## src/rtl/mutex_client.sv

```systemverilog
// mutex_client: local client of an asynchronous four-phase mutex element.
// A local acquire raises req towards the mutex, waits for the synchronised grant
// (with an optional timeout), holds ownership for a programmed number of cycles
// or until released, then drops req and waits for the grant to return to zero.
//
// Ports:
//   clk, rst_n      single clock, synchronous active-low reset
//   acq_req         acquire request (sampled only when idle)
//   acq_hold        ownership cycles captured with acq_req; 0 = hold until rel
//   rel             local release (honoured only while owning)
//   tmo_lim         grant-wait limit in cycles; 0 disables the timeout
//   req             registered request to the mutex r input
//   gnt             asynchronous grant from the mutex g output
//   owned           high while owning the mutex
//   busy            high whenever not idle
//   done            one-cycle pulse on normal completion
//   tmo             one-cycle pulse on timeout-abort completion
//   err             sticky protocol-violation flag
module mutex_client #(
  parameter int unsigned SYNC_STAGES = 2,
  parameter int unsigned HOLD_W      = 8,
  parameter int unsigned TMO_W       = 16
) (
  input  logic              clk,
  input  logic              rst_n,
  input  logic              acq_req,
  input  logic [HOLD_W-1:0] acq_hold,
  input  logic              rel,
  input  logic [TMO_W-1:0]  tmo_lim,
  output logic              req,
  input  logic              gnt,
  output logic              owned,
  output logic              busy,
  output logic              done,
  output logic              tmo,
  output logic              err
);

  typedef enum logic [2:0] {StIdle, StReq, StOwn, StRel, StAbort} state_e;

  state_e state_q, state_d;

  logic [SYNC_STAGES-1:0] sync_q;
  logic                   gnt_s;
  logic [HOLD_W-1:0]      hold_cnt_q, hold_cnt_d;
  logic [TMO_W-1:0]       wait_cnt_q, wait_cnt_d;
  logic                   done_d, tmo_d, err_d;
  logic                   req_q, owned_q, busy_q, done_q, tmo_q, err_q;

  // Only the synchroniser chain touches the asynchronous grant.
  assign gnt_s = sync_q[SYNC_STAGES-1];

  always_comb begin
    state_d    = state_q;
    hold_cnt_d = hold_cnt_q;
    wait_cnt_d = wait_cnt_q;
    done_d     = 1'b0;
    tmo_d      = 1'b0;
    err_d      = err_q;
    unique case (state_q)
      StIdle: begin
        // A grant while we are not requesting means the mutex is misbehaving.
        if (gnt_s) err_d = 1'b1;
        if (acq_req) begin
          hold_cnt_d = acq_hold;
          wait_cnt_d = '0;
          state_d    = StReq;
        end
      end
      StReq: begin
        // A grant wins over a timeout that expires in the same cycle.
        if (gnt_s) begin
          state_d = StOwn;
        end else begin
          if (wait_cnt_q != '1) wait_cnt_d = wait_cnt_q + TMO_W'(1);
          if ((tmo_lim != '0) && (wait_cnt_q == tmo_lim)) state_d = StAbort;
        end
      end
      StOwn: begin
        // hold_cnt only reaches zero here when the captured hold was zero,
        // since a finite hold leaves OWN as the count steps from one to zero.
        if (!gnt_s) begin
          err_d   = 1'b1;
          state_d = StRel;
        end else if (rel) begin
          state_d = StRel;
        end else if (hold_cnt_q != '0) begin
          hold_cnt_d = hold_cnt_q - HOLD_W'(1);
          if (hold_cnt_q == HOLD_W'(1)) state_d = StRel;
        end
      end
      StRel: begin
        if (!gnt_s) begin
          state_d = StIdle;
          done_d  = 1'b1;
        end
      end
      StAbort: begin
        if (!gnt_s) begin
          state_d = StIdle;
          tmo_d   = 1'b1;
        end
      end
      default: state_d = StIdle;
    endcase
  end

  always_ff @(posedge clk) begin
    if (!rst_n) begin
      state_q    <= StIdle;
      sync_q     <= '0;
      hold_cnt_q <= '0;
      wait_cnt_q <= '0;
      req_q      <= 1'b0;
      owned_q    <= 1'b0;
      busy_q     <= 1'b0;
      done_q     <= 1'b0;
      tmo_q      <= 1'b0;
      err_q      <= 1'b0;
    end else begin
      state_q    <= state_d;
      sync_q     <= {sync_q[SYNC_STAGES-2:0], gnt};
      hold_cnt_q <= hold_cnt_d;
      wait_cnt_q <= wait_cnt_d;
      // Outputs decoded from next state so they are plain flops, glitch-free.
      req_q      <= (state_d == StReq) || (state_d == StOwn);
      owned_q    <= (state_d == StOwn);
      busy_q     <= (state_d != StIdle);
      done_q     <= done_d;
      tmo_q      <= tmo_d;
      err_q      <= err_d;
    end
  end

  assign req   = req_q;
  assign owned = owned_q;
  assign busy  = busy_q;
  assign done  = done_q;
  assign tmo   = tmo_q;
  assign err   = err_q;

endmodule

```

## config.mk

```make
export PLATFORM = sky130hd
export DESIGN_NAME = mutex_client
export DESIGN_NICKNAME = d
export VERILOG_FILES = /design/src/rtl/mutex_client.sv
export SDC_FILE = /design/constraint.sdc
export NUM_CORES = 1
export LEC_CHECK = 0
export CAP_MARGIN = 5
export CORE_MARGIN = 2
export CORE_UTILIZATION = 40
export CTS_CLUSTER_DIAMETER = 200
export DETAILED_ROUTE_END_ITERATION = 10
export GPL_TIMING_DRIVEN = 0
export PLACE_DENSITY_LB_ADDON = 0.1
export SYNTH_ARGS = -nofsm -noshare
export SYNTH_HDL_FRONTEND = slang
export SYNTH_SLANG_ARGS = --single-unit
```

## constraint.sdc

```tcl
create_clock -name clk -period 3.31 [get_ports clk]
set_input_delay 0.662 -clock clk [delete_from_list [all_inputs] [get_ports clk]]
set_output_delay 0.662 -clock clk [all_outputs]
set_load 0.01 [all_outputs]
```

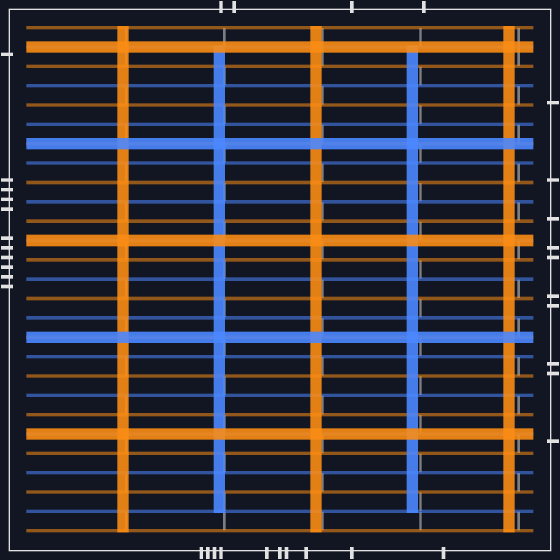
*PDN straps and rails, run 1*
Pins as bars on the die edge. Tap cells in gray.
| color | net |
|---|---|
| blue | VDD |
| orange | VSS |
rows: 26
tap cells: 70
Die Height: 75.9 um
chip width: 75.9 um

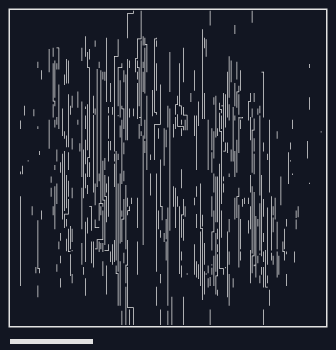
*The metal 2 layer, run 1*
The bar under the picture is 20 um long.
wire length on this layer: 2330 um
main direction: vertical
nets with wire on the layer: 253
met2 usage: 30.1%
drt total wl: 4880 um
via count: 1848

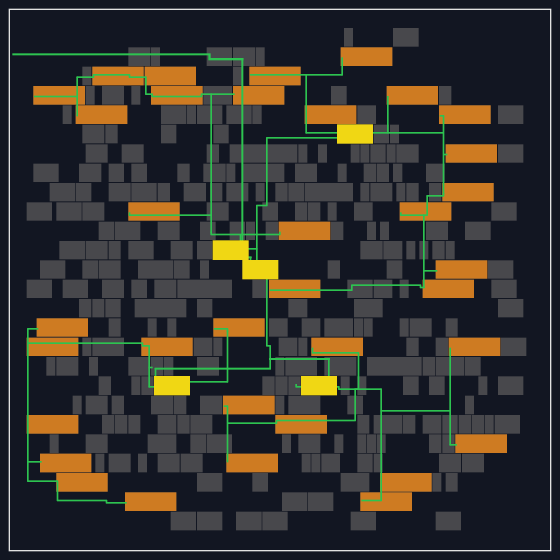
*Routed clock nets over the placement, run 1*
[orange] flip-flops | count: 35
[yellow] clock-net drivers | count: 5
[green] clock wires | length: 521 um
flops lie: all over the die
routed clock nets: 6

run 1: routing by layer:
layer,vias to the layer above,share of wire [%]
met2,41,48
met1,863,47
li1,942,-
met3,2,4.6
met5,-,0
met4,0,0.55
run 1: area by class of cell:
type	instances	area share (%)
well taps	70	3.41
clock inverters	3	0.584
inverters	7	1.02
repair buffers	33	12.8
plain buffers	11	2.77
flip-flops and latches	35	27.3
clock buffers	5	2.68
multi-input cells	189	49.4
run 1: power by group:
part           switching (uW)  leakage, uW  internal [uW]
clock network             157    0.0000477            144
logic                    94.0     0.000604           96.6
registers                16.2     0.000285            438
total                     267     0.000937            679
run 1: logic make-up (layout without fill, tap and decap cells):
| family | after synthesis | in the layout |
|---|---|---|
| and+or+nand+nor | 105 | 105 |
| AOI/OAI and AO/OA | 50 | 50 |
| DFF | 35 | 35 |
| xor gates and xnor gates | 29 | 29 |
| buffers and inverters | 18 | 59 |
| adders and majority gates | 4 | 4 |
| muxes | 1 | 1 |
run 1: worst register-to-register path: cells and delay by family (launching register included):
family	cells	cell delay, ps
flops	1	370
compound gates	3	610
buf+inv	2	420
simple gates	1	350
run 1: placed cells by master, fill, tap and decap left out, drive strengths merged:
cell type,n
dfxtp,35
clkdlybuf4s50,33
nor2,33
xnor2,25
nand2,21
a21oi,19
nand3,11
nand4,9
clkbuf,9
inv,7
nor4,7
buf,7
o21ai,6
and3,5
xor2,4
a31oi,4
ha,4
a41o,3
nor3,3
o21bai,3
o32ai,3
clkinv,3
and4,3
nor3b,3
and2,3
or3,3
a211oi,3
nand2b,2
o221a,2
a311oi,2
a21boi,2
nand3b,1
a2111oi,1
a211o,1
a22oi,1
or2,1
mux2i,1
run 1: worst paths after layout:
check,from,to,slack (ps),depth (start not counted)
setup / recovery,acq_req,hold_cnt_q[4],1240,6
hold / removal,sync_q[0],sync_q[1],460,1
setup reg to reg,state_q[2],hold_cnt_q[4],1470,6
hold reg to reg,sync_q[0],sync_q[1],460,1
run 1: flip-flops by register name, indices dropped and copies added (netlist names):
name,cells
wait_cnt_q,16
hold_cnt_q,8
state_q,3
sync_q,2
busy,1
done,1
err,1
owned,1
req,1
tmo,1
run 1: through the flow:
step | cell area (sq um) | instances | setup slack [ps] | util [%]
finish | 2570 | 353 | 1240 | 51.0
global route | 2570 | 353 | 1120 | 51.0
CTS | 2570 | 353 | 1270 | 51.0
detailed placement | 2490 | 345 | 969 | 49.3
global placement | 2490 | 345 | 957 | 49.3
floorplan | 2070 | 242 | 1700 | -
==> out/qor.yml, run 1 <==
startpoint_type: "input port"
critPathKind: "input port to register"
rsz0062_at_grt: "false"
top_cells_by_count: "35 x dfxtp_1, 32 x nor2_1, 25 x xnor2_1"
grt_max_degree: 12
num_rows: 26
edf_count: 0
antenna_found_initial: 0
synth_top_flop_cell: "dfxtp_1"
tns_ps: 0
period_needed_ps: 2070
ys_seq_share_pct: 33.9
synth_area_sq_um: 2070
cp_top_family: "buffers and inverters"
ys_area_sq_um: 2070
warnings: 28
topCombFamilyByArea: "simple AND/OR/NAND/NOR gates"
drive_gt1_share_pct: 11.7
dp_hpwl_um: 3580
worstPathMaxFanout: 10
outcome: "completed"
syn2layout_area_growth_pct: 24.2
cts_tree: "built"
ys_cells: 242
simple_gate_share_pct: 27.9
crit_required_ps: 3500
async_flop_share_pct: 0
peakVddDrop_v: 0.000170
numCtsBuffers: 5
xor_share_pct: 12.3
drv_cap: 0
crit_arrival_ps: 2260
htree_num_levels: 2
drt_pass1_iterations: 5
gr-usage-met1_pct: 21.9
finalMaxSlewViolations: 0
grtUsageMet3_pct: 4.40
holdBufCountCts: 0
setup_viol: 0
hold_path_class: "register to register"
top_usage_layer: "met2"
finalHoldViolCount: 0
grt_pass1_vias: 1771
leakage_uw: 0.000937
cts_buffer_depth: 2
port_buffers: 33
powerDensity_nw_per_um2: 368
power_uw: 946
crit_buf_inv: 2
cp-end-kind: "register"
relSlewSlack_pct: 68.7
timing.hold.ws_ps: 462
die_area_sq_um: 5770
ys_ff: 35
post_synth_num_cell_types: 52
overflow: 0
viasPerCell: 5.24
fmax_mhz: 484
wl_per_cell_um: 13.8
cts.repair.resized: 0
routabilityCongestion: 0.806
aoi_share_pct: 18.4
top_area_share_pct: 33.9
crit_chain: "clkdlybuf4s50_1 -> nand3b_1 -> a21boi_2 -> buf_6 -> a21oi_1 -> o32ai_1"
avgSynthCellArea_sq_um: 8.55
clock_latency_ps: 290
regArea_sq_um: 701
antenna_left: 0
synthTopCellsByArea: "dfxtp_1 34%, xnor2_1 11%, nor2_1 5.8%, a21oi_1 4.6%, nand2_1 3.8%"
worst_slew_pin_slew_ps: 470
critPathSlowestCell: "clkdlybuf4s50_1"
max_stage_delay_ps: 450
ys.warnings.count: 0
fp_util_pct: 41.0
comb_area_sq_um: 1270
yosysMostFrequentCell: "dfxtp_1"
n_antenna_cell: 0
==> run 1 -> run 2 <==
- clock period: 3.31 -> 1.94 ns (I/O delays scaled with it)
==> run 2 against run 1 <==
Net effect: count of clock-buffer cells in the layout unchanged; design area is essentially flat; non-clock buffer count stayed put; first-iteration DRC count rose by 2.1%; synthesized area unchanged; worst setup slack got worse by 1100 ps; critical endpoint unchanged; highest routed layer unchanged.
==> out/qor.yml, run 2 <==
outcome: "completed"
holdBufCountCts: 0
setup_viol: 0
cts_tree: "built"
warnings: 28
simple_gate_share_pct: 27.9
fp_util_pct: 41.0
routabilityCongestion: 0.806
ys_ff: 35
leakage_uw: 0.000940
largest_reg_flops: 16
post_synth_num_cell_types: 52
antenna_found_initial: 0
worst_slew_pin_slew_ps: 478
top_register: "wait_cnt_q"
synth_top_flop_cell: "dfxtp_1"
routed_wirelength_um: 4910
grt_max_degree: 12
cts.repair.resized: 0
critPathKind: "register to register"
port_buffers: 33
grt_pass1_vias: 1771
rsz0062_at_grt: "false"
fmax_mhz: 542
antenna_left: 0
finalMaxSlewViolations: 0
wl_per_cell_um: 13.9
num_rows: 26
comb_area_sq_um: 1270
fin_util_pct: 51.0
clock_latency_ps: 290
relSlewSlack_pct: 68.1
yosysMostFrequentCell: "dfxtp_1"
final_common_cell: "dfxtp_1"
drv_cap: 0
avgSynthCellArea_sq_um: 8.55
vias: 1865
==> run 2: routing by layer <==
metal  vias to the layer above  track usage [%]  part of all wire, %
met2                        47             30.1                   48
met3                         2             4.40                  5.1
met5                         -                0                    0
met4                         0             5.45                 0.55
li1                        939                -                    -
met1                       877             21.9                   47
==> run 2: cell families after synthesis <==
group,after synthesis
adder cells (fa/ha/maj),4
AND/OR/NAND/NOR,105
AND-OR/OR-AND,50
buffers and inverters,18
XOR/XNOR,29
multiplexers,1
flip-flops,35
==> run 2: layout make-up <==
type / count / share of cell area, %
Timing Repair Buffer: 33 / 12.8
Multi-Input combinational cell: 189 / 49.4
Clock buffer: 5 / 2.68
Sequential cell: 35 / 27.2
Buffer: 11 / 2.82
Clock inverter: 3 / 0.584
Tap cell: 70 / 3.40
Inverter: 7 / 1.02
==> run 2: path summary, 6_finish.rpt <==
| path | start | endpoint | slack (ps) | depth (start not counted) |
|---|---|---|---|---|
| min | sync_q[0] | sync_q[1] | 460 | 1 |
| min reg2reg | sync_q[0] | sync_q[1] | 460 | 1 |
| max | state_q[2] | hold_cnt_q[4] | 90 | 6 |
| max reg2reg | state_q[2] | hold_cnt_q[4] | 90 | 6 |
==> run 2: worst max-delay path, cell delays in order, from the launching register on <==
cell and delay [ps]:
dfxtp_1 370, buf_2 220, nand3b_1 350, a21boi_2 410
buf_6 200, a21oi_1 50, o32ai_1 140
==> run 2: power by group <==
group	internal (uW)	switching (uW)	total, uW
Clock	246	276	522
Combinational	165	161	326
Sequential	748	27.7	776
==> run 2: metrics by stage <==
step	worst slack [ps]	TNS (ps)	total power (uW)	instance area, sq um	hold slack, ps
finish	94.9	0	1620	2570	458
global route	8.27	0	1710	2570	484
CTS	104	0	1650	2570	454
detailed placement	-127	-1350	1120	2490	457
global placement	-139	-1610	1120	2490	453
floorplan	327	0	991	2070	412
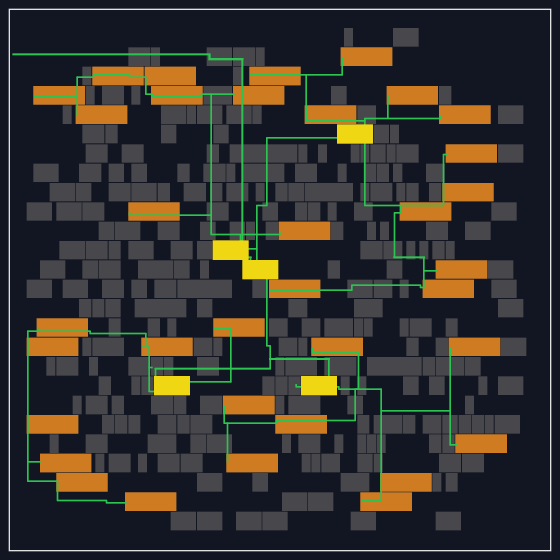
*Routed clock nets over the placement, run 2*
[orange] flip-flops | count: 35
[yellow] clock-net drivers | count: 5
[green] clock wires | length: 536 um
flops lie: all over the die
clk_skew: 7.53 ps
Clk. pwr: 522 uW

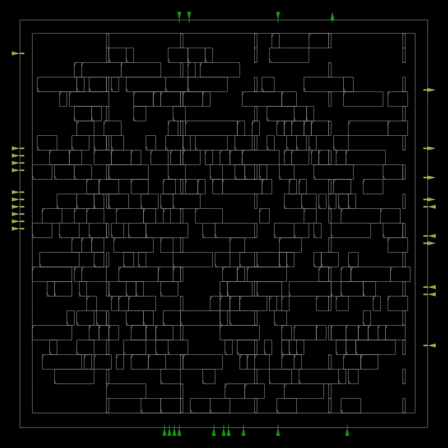
*Placement view, run 2*
# Taps: 70
num sequential: 35
final std cells w/o fill: 353

==> run 2 -> run 3 <==
- SETUP_SLACK_MARGIN: not set -> 0.2
==> run 3 against run 2 <==
Net effect: core utilization is 3.6 points higher; critical path type unchanged; combinational power grew about 20%; count of clock-buffer cells in the layout unchanged; global-route usage up 0.76 points; largest power group unchanged; sequential cell count unchanged.
==> out/qor.yml, run 3 <==
max_stage_delay_ps: 340
viasPerCell: 5.25
finalMaxSlewViolations: 0
hold_end: "tmo"
final_common_cell: "clkdlybuf4s50_1"
hp-start: "rst_n"
n_antenna_cell: 0
top_regs: "wait_cnt_q: 16 flops, hold_cnt_q: 8 flops, state_q: 3 flops"
whs_path_depth: 3
holdBufCountCts: 0
fp_util_pct: 41.0
top_register: "wait_cnt_q"
top_cells_by_count: "35 x dfxtp_1, 32 x nor2_1, 25 x xnor2_1"
period_needed_ps: 1780
drive_gt1_share_pct: 21.6
rsz0062_at_grt: "true"
ys_area_sq_um: 2070
vias: 1922
grt_pass1_vias: 1833
top_area_share_pct: 33.9
worst_slew_pin_slew_ps: 458
critPathSlowestCell: "a211oi_4"
rr_worst_depth: 8
crit_chain: "buf_6 -> nor3b_4 -> and2_4 -> o21ai_4 -> buf_12 -> a211oi_4 -> a31oi_1 -> a41o_1"
ys_cells: 242
reg2reg_slack_ps: 160
powerDensity_nw_per_um2: 615
antenna_left: 0
power_uw: 1690
antenna_found_initial: 0
ys_seq_share_pct: 33.9
ys_ff: 35
cts_tree: "built"
hold_path_class: "input port to register"
tns_ps: 0
routabilityCongestion: 0.806
yosysMostFrequentCell: "dfxtp_1"
synth_top_flop_cell: "dfxtp_1"
ys.warnings.count: 0
startpoint_type: "register"
htree_num_levels: 2
wl_per_cell_um: 14.1
worstPathMaxFanout: 6
synthTopCellsByArea: "dfxtp_1 34%, xnor2_1 11%, nor2_1 5.8%, a21oi_1 4.6%, nand2_1 3.8%"
fmax_mhz: 563
async_flop_share_pct: 0
setup_viol: 0
post_synth_num_cell_types: 52
avgSynthCellArea_sq_um: 8.55
syn2layout_area_growth_pct: 33.0
outcome: "completed"
crit_arrival_ps: 1960
edf_count: 0
grt_max_degree: 12
crit_required_ps: 2130
critPathKind: "register to register"
die_h_um: 75.9
clock_latency_ps: 290
cts_buffer_depth: 2
relSlewSlack_pct: 69.4
drt_pass1_iterations: 4
finalHoldViolCount: 0
routed_wirelength_um: 5150
cp_top_family: "AND-OR/OR-AND gates"
reg2reg_from: "state_q[0]"
dp_hpwl_um: 3580
dp_slack_ps: -127
die_area_sq_um: 5770
leakage_uw: 0.00103
skew_ps: 4.43
numCtsBuffers: 5
==> run 3: cell count changes in the layout (fill, tap and decap cells not counted), sizes merged <==
| cell | change |
|---|---|
| buf | +14 |
| clkbuf | -1 |
==> run 3: cell families after synthesis <==
family / Yosys count / synth area share (%)
simple gates: 105 / 27.9
compound gates: 50 / 18.4
flops: 35 / 33.9
xor+xnor: 29 / 12.3
buf+inv: 18 / 4.72
fa+ha+maj: 4 / 2.42
mux: 1 / 0.484
==> run 3: worst max-delay path by stage <==
| stage | from | end | slack [ps] | cells past startpoint |
|---|---|---|---|---|
| after detailed placement | acq_req | wait_cnt_q[9] | -130 | 6 |
| after global routing | state_q[0] | wait_cnt_q[13] | 100 | 8 |
| after CTS | state_q[0] | wait_cnt_q[15] | 190 | 8 |
| final | state_q[0] | wait_cnt_q[15] | 160 | 8 |
| after global placement | acq_req | wait_cnt_q[9] | -140 | 6 |
| after floorplan | hold_cnt_q[2] | hold_cnt_q[3] | 330 | 6 |
==> run 3: final cells by class <==
| type | count | area [sq um] |
|---|---|---|
| Buffer | 11 | 77.6 |
| Clock buffer | 5 | 68.8 |
| Clock inverter | 3 | 15.0 |
| Fill cell | 490 | 2290 |
| Inverter | 7 | 26.3 |
| Multi-Input combinational cell | 189 | 1310 |
| Sequential cell | 35 | 711 |
| Tap cell | 70 | 87.6 |
| Timing Repair Buffer | 46 | 453 |
==> run 3: what timing repair did <==
action                     in CTS  in global routing
pin swaps                       6                  5
gates cloned                    1                  0
gates resized                   9                 15
hold endpoints to repair        0                  0
setup buffers                  10                  2
setup endpoints to repair      19                 26
==> run 3: worst reg2reg max path, cell delays in order, from the launching register on <==
cell and delay [ps]:
dfxtp_2 320, buf_6 100, nor3b_4 190, and2_4 190
o21ai_4 60, buf_12 130, a211oi_4 340, a31oi_1 130
a41o_1 210
==> run 3: metrics by stage <==
step | hold slack (ps) | cells
after floorplan | 412 | 242
after global placement | 453 | 345
after detailed placement | 457 | 345
after CTS | 454 | 364
after global routing | 484 | 366
final | 459 | 366
==> run 3: report_power, final <==
part           total [uW]  leakage [uW]  switching, uW  internal (uW)
Clock                 523     0.0000477            277            246
Combinational         391      0.000697            180            211
Sequential            778      0.000289           28.7            750
==> run 3: per-layer routing <==
metal  up-vias  global-route usage, %  share of wire [%]
li1        967                      -                  -
met1       903                   22.2                 45
met2        47                   32.5                 49
met3         5                   4.40                5.2
met4         0                   5.45                1.0
met5         -                      0                  0
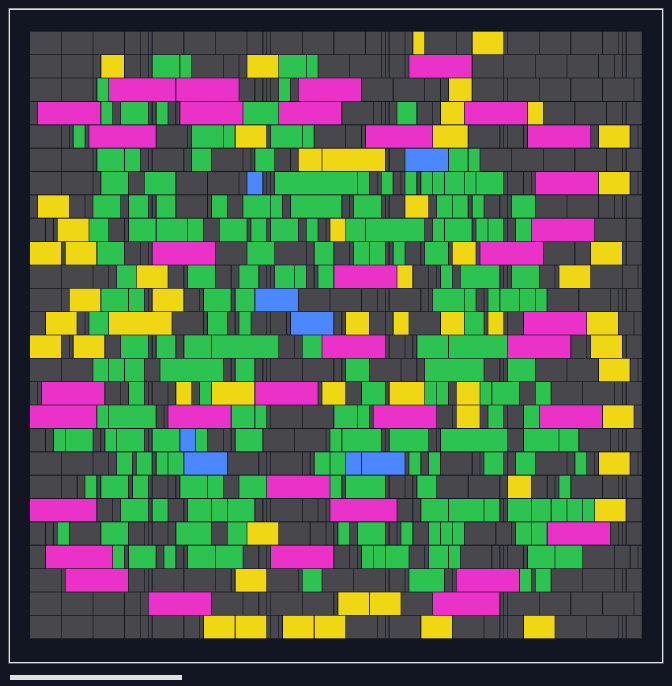
*Cells colored by class, run 3*
The bar under the picture is 20 um long. Fill, decap, tap and diode cells in gray.
| color | class | cells | share of their area |
|---|---|---|---|
| green | remaining logic cells | 196 | 50% |
| yellow | remaining buffers and delay cells | 57 | 20% |
| magenta | registers | 35 | 27% |
| blue | clock drivers and dummy loads | 8 | 3.1% |
final core occ: 54.6%
Cell Rows: 26
Final Cell Area: 2750 sq um

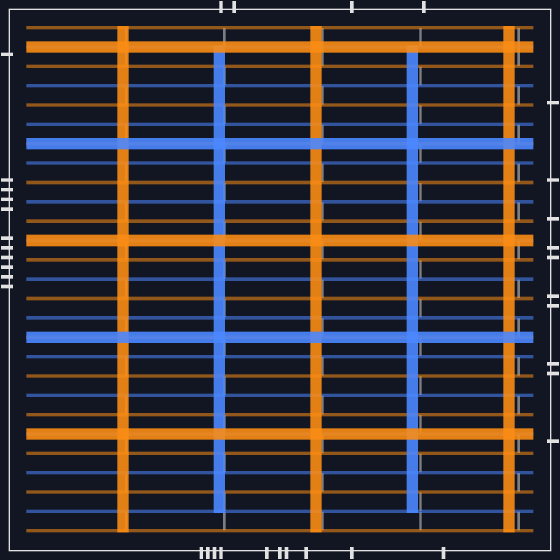
*PDN straps and rails, run 3*
Pins as bars on the die edge. Tap cells in gray.
| color | net |
|---|---|
| blue | VDD |
| orange | VSS |
met4 straps: 5
met1 rails: 27
met5 straps: 5
tap cells: 70

Power is estimated from default activity; no workload was simulated.
